==> config.mk <==
export PLATFORM = sky130hd
export DESIGN_NAME = multiword_add_sequencer
export DESIGN_NICKNAME = d
export VERILOG_FILES = /design/src/rtl/multiword_add_sequencer.sv
export SDC_FILE = /design/constraint.sdc
export NUM_CORES = 1
export LEC_CHECK = 0
export CORE_ASPECT_RATIO = 0.9
export CORE_MARGIN = 2
export CORE_UTILIZATION = 50
export CTS_CLUSTER_DIAMETER = 80
export CTS_CLUSTER_SIZE = 25
export DETAILED_ROUTE_END_ITERATION = 8
export PLACE_DENSITY = 0.83
export SYNTH_ARGS = -nofsm -noshare
export SYNTH_HDL_FRONTEND = slang
export SYNTH_SLANG_ARGS = --single-unit
==> constraint.sdc <==
create_clock -name clk -period 2.7 [get_ports clk]
set_input_delay 0.27 -clock clk [delete_from_list [all_inputs] [get_ports clk]]
set_output_delay 0.27 -clock clk [all_outputs]
set_load 0.1 [all_outputs]
**Run 1: signal wires on met1**

Bar = 20 um.
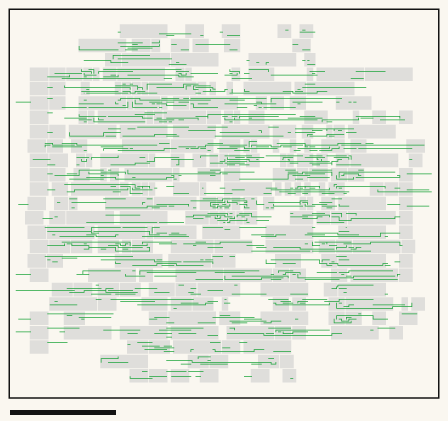
longest straight run: 22.5 um
wire length on this layer: 2460 um
via count: 1856
M1 GR Usage: 0.2537
WL final: 5463 um

**Run 1: met2 routing**

Bar = 20 um.
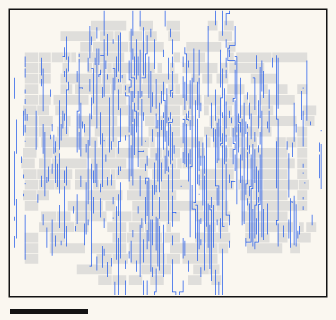
main direction: vertical
share of all routed wire: 49%
longest straight run: 32.3 um
wire length on this layer: 2690 um
GR Util met2: 0.3297

**Run 1: metal 3**

Bar = 20 um.
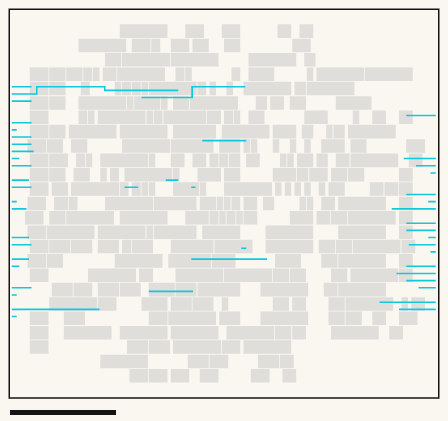
longest straight run: 16.3 um
share of all routed wire: 4.4%
nets with wire on the layer: 43
main direction: horizontal
wire length on this layer: 243 um
M3 GR Usage: 0.04423

==> results.py, run 1 <==
# Generated from Yosys and OpenROAD reports
metrics = {
    "cts": {
        "cts-root-buf": "clkbuf_8",
        "numCtsBuffers": 5,
        "cts_tree": "yes",
        "cts.clk_slew.worst_paths_ns": 0.09,
        "post_cts_buffers": 0,
        "cts_resized": 0,
        "ctsHoldBuffers": 0,
        "clock_latency_ns": 0.31,
        "cts_sinks": 55,
        "h-tree-depth": 2,
        "clockBufferDepth": 2,
    },
    "synthesis": {
        "largest_area_cell": "dfrtp_1",
        "synth_stat.cells": 218,
        "muxShareOfSynthArea": 0.1390,
        "async_flop_share": 1.000,
        "enable_flop_cells": 0,
        "synth_cell_types": 32,
        "flop_cell": "dfrtp_1",
        "ys_seq_frac": 0.5150,
        "syn_nets": 264,
        "syn_area_per_cell_sq_um": 12.26,
        "adder_share": 0.04775,
        "synthesis.area_sq_mm": 0.002673,
        "synth_chip_area_sq_mm": 0.002673,
        "topCombFamilyByArea": "multiplexers",
        "ys_sh_simple": 0.08287,
        "numSynthFlops": 55,
        "ys.warnings.count": 0,
        "top_area_frac": 0.5150,
        "synthXorXnorAreaFrac": 0.05571,
        "topCellsByArea": "dfrtp_1 (51%), mux4_2 (6.7%), mux2_2 (6.3%)",
    },
    "final_timing": {
        "hold_violations": 0,
        "worst_pin_slew_ns": 0.6931,
        "fin_hold_ws_ns": 0.2193,
        "period_needed_ns": 2.540,
        "worst_slack_ns": 0.1597,
        "relSlewSlack": 0.5337,
        "setup_viol": 0,
        "fin_tns_setup_ns": 0,
        "skew_ns": 0.006688,
        "final-max-slew-violation-count": 0,
        "rsz0062_at_grt": "false",
        "max_freq_mhz": 393.7,
    },
    "worst_setup_path": {
        "critPathLaunchType": "flop",
        "worstPathCellList": "buf_4 > mux4_2 > ha_1 > nand3_1 > and3_1 > or4_1 > a31oi_1",
        "cp_slowest_cell": "dfrtp_1",
        "cp.depth": 7,
        "path_buffers": 1,
        "critPathTopFamily": "simple AND/OR/NAND/NOR gates",
        "cpPeakStageDelay_ns": 0.57,
        "worstPathRequired_ns": 2.93,
        "crit_type": "reg -> reg",
        "r2r_setup_slack_ns": 0.16,
        "r2r_cells": 7,
        "crit_arrival_ns": 2.77,
        "cp_max_fo": 7,
        "endpoint_kind": "flop",
    },
    "placed_design": {
        "dpl_cell_area_sq_mm": 0.003267,
        "port_buffers": 57,
        "gp_routability_congestion": 0.8092,
        "place_hpwl_um": 4256,
        "dp.cells": 339,
    },
    "floorplan": {
        "die_w_um": 81.07,
        "fp.coreArea_sq_mm": 0.005192,
        "io_pins": 58,
        "dieHeight_um": 73.36,
        "placementRows": 25,
        "fp-utilization": 0.5147,
    },
    "final_layout": {
        "finish.utilization": 0.6475,
        "diodes": 0,
        "area_growth_pct": 25.80,
        "design_area_sq_mm": 0.003362,
        "layout-drive-gt1-share": 0.2321,
        "final_nets": 325,
        "final_layout_top_logic_cell": "dfrtp_1",
        "final_cell_mix": "dfrtp_1 (55), clkdlybuf4s50_1 (36), buf_4 (29)",
        "fin_cells": 347,
    },
    "routing": {
        "wl_met2_um": 2689,
        "wl_met1_um": 2457,
        "wl_per_cell_um": 15.74,
        "drt_pass1_iterations": 6,
        "drtIter0Drc": 55,
        "via_per_inst": 5.349,
        "route.met3.wl_um": 242,
        "drcViolationCount": 0,
        "drtAntennaViolNets": 0,
    },
    "flow_run": {
        "drv_cap": 0,
        "tool_warnings": 29,
    },
    "grt": {
        "top_usage_layer": "met2",
        "grt_pass1_vias": 1867,
        "grtUsageTotal": 0.1968,
        "grt_start_max_net_pins": 37,
        "grt_overflow_total": 0,
        "grt_pass1_wl_um": 8783,
        "antenna_found_initial": 0,
    },
    "run_status": {
        "status": "finished clean",
    },
}
run 1: layout make-up:
type	instances	area, sq um
Multi-Input combinational cell	141	1187
Clock buffer	7	86.33
Tap cell	67	83.83
Clock inverter	1	8.758
Sequential cell	55	1376
Timing Repair Buffer	65	578.1
Fill cell	436	1831
Inverter	11	41.29
run 1: cells by family after synthesis:
| family | after synthesis |
|---|---|
| XOR/XNOR | 17 |
| adder cells (fa/ha/maj) | 9 |
| AND-OR/OR-AND | 47 |
| flip-flops | 55 |
| multiplexers | 25 |
| AND/OR/NAND/NOR | 43 |
| buffers and inverters | 22 |
run 1: Yosys cell counts (all sizes together) (4+ instances only):
library cell / instances
a21o: 5
a21oi: 19
a22o: 16
buf: 11
dfrtp: 55
ha: 7
inv: 11
mux2: 17
mux4: 8
nand2: 9
nand2b: 4
nor2: 21
xnor2: 17
==> run 2: changes to the inputs <==
--- a/config.mk
+++ b/config.mk
@@ -8,7 +8,7 @@
 export CORE_ASPECT_RATIO = 0.9
 export CORE_MARGIN = 2
 export CORE_UTILIZATION = 50
-export CTS_CLUSTER_DIAMETER = 80
+export CTS_CLUSTER_DIAMETER = 30
 export CTS_CLUSTER_SIZE = 25
 export DETAILED_ROUTE_END_ITERATION = 8
 export PLACE_DENSITY = 0.83
**Run 2: routing congestion**

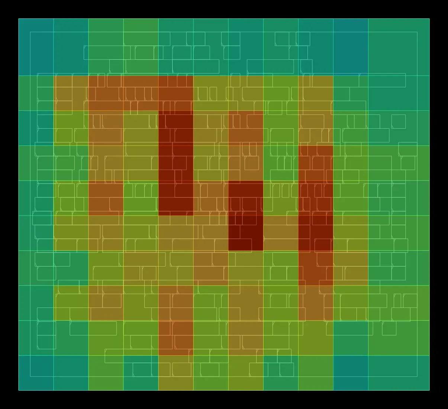
Global Route Usage Sum: 0.1968
post-layout util: 0.6475

**Run 2: metal 3**

Bar = 20 um.
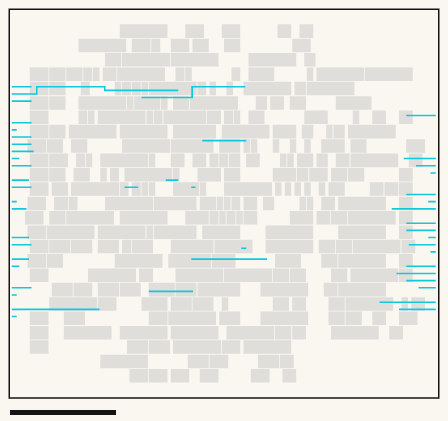
wire length on this layer: 243 um
nets with wire on the layer: 43
longest straight run: 16.3 um
share of all routed wire: 4.4%

==> results.py, run 2 <==
# Generated from Yosys and OpenROAD reports
metrics = {
    "run_status": {
        "status": "finished clean",
    },
    "cts": {
        "post_cts_buffers": 0,
        "clockBufferDepth": 2,
        "numCtsBuffers": 5,
        "cts-root-buf": "clkbuf_8",
        "clock_latency_ns": 0.31,
        "cts_sinks": 55,
        "h-tree-depth": 2,
        "cts_tree": "yes",
    },
    "grt": {
        "grt_start_max_net_pins": 37,
        "grt_pass1_wl_um": 8783,
        "grt_overflow_total": 0,
        "grt_pass1_vias": 1867,
    },
    "synthesis": {
        "topCellsByArea": "dfrtp_1 (51%), mux4_2 (6.7%), mux2_2 (6.3%)",
        "synth_stat.cells": 218,
        "yosys-top-cells-count": "dfrtp_1 (55), nor2_1 (21), a21oi_1 (19)",
        "synth_cell_types": 32,
        "syn_nets": 264,
        "adder_share": 0.04775,
        "ys.warnings.count": 0,
        "numSynthFlops": 55,
        "topCombFamilyByArea": "multiplexers",
        "most_common_cell": "dfrtp_1",
        "enable_flop_cells": 0,
        "async_flop_share": 1.000,
        "largest_area_cell": "dfrtp_1",
        "ys_seq_frac": 0.5150,
        "syn_area_per_cell_sq_um": 12.26,
        "muxShareOfSynthArea": 0.1390,
    },
    "floorplan": {
        "fp-utilization": 0.5147,
        "io_pins": 58,
        "num_tap_cells": 67,
        "dieHeight_um": 73.36,
        "fp.coreArea_sq_mm": 0.005192,
        "die_w_um": 81.07,
        "placementRows": 25,
    },
    "final_timing": {
        "hold_violations": 0,
        "worst_pin_slew_ns": 0.6931,
        "relSlewSlack": 0.5337,
        "max_freq_mhz": 393.7,
        "skew_ns": 0.006688,
        "rsz0062_at_grt": "false",
        "fin_tns_setup_ns": 0,
        "setup_viol": 0,
        "worst_slack_ns": 0.1597,
        "fin_hold_ws_ns": 0.2193,
        "period_needed_ns": 2.540,
    },
    "final_layout": {
        "diodes": 0,
        "clkCellAreaFrac": 0.02828,
        "regArea_sq_mm": 0.001376,
        "dominant_cells": "sequential cells",
        "ff_count": 55,
        "final_layout_top_logic_cell": "dfrtp_1",
        "clkbuf_count": 7,
        "logic_gates": 141,
        "fin_cells": 347,
        "fillCellCount": 436,
        "final_nets": 325,
        "inverters_excl_clock": 11,
        "area_growth_pct": 25.80,
        "design_area_sq_mm": 0.003362,
        "final_cell_mix": "dfrtp_1 (55), clkdlybuf4s50_1 (36), buf_4 (29)",
    },
    "worst_setup_path": {
        "endpoint_kind": "flop",
        "cpPeakStageDelay_ns": 0.57,
        "r2r_setup_slack_ns": 0.16,
        "crit_arrival_ns": 2.77,
        "path_buffers": 1,
        "r2r_cells": 7,
        "critPathLaunchType": "flop",
        "worstPathRequired_ns": 2.93,
    },
    "placed_design": {
        "port_buffers": 57,
        "gp_routability_congestion": 0.8092,
        "dpl_cell_area_sq_mm": 0.003267,
        "place_hpwl_um": 4256,
        "dp.cells": 339,
    },
    "routing": {
        "vias": 1856,
        "wl_per_cell_um": 15.74,
        "drt-total-wl_um": 5463,
        "drtAntennaViolNets": 0,
        "drt_pass1_iterations": 6,
        "drcViolationCount": 0,
        "via_per_inst": 5.349,
    },
    "flow_run": {
        "drv_cap": 0,
        "tool_warnings": 29,
    },
}
[run 2: cell counts after synthesis]
Identical to the previous run, type by type.
[run 2: per-layer routing]
metal	GRT usage	vias to the layer above	wire [um]	share of wire
met4	0.06780	0	74	0.014
met1	0.2537	901	2457	0.45
met2	0.3297	49	2689	0.49
met3	0.04423	8	242	0.044
li1	-	898	-	-
met5	0	-	0	0
[run 2: worst register-to-register path: cells and delay by family (launching register included)]
kind	cells	cell delay (ns)
and+or+nand+nor	3	0.70
DFF	1	0.57
muxes	1	0.52
adders and majority gates	1	0.30
buffers and inverters	1	0.21
AOI/OAI and AO/OA	1	0.17
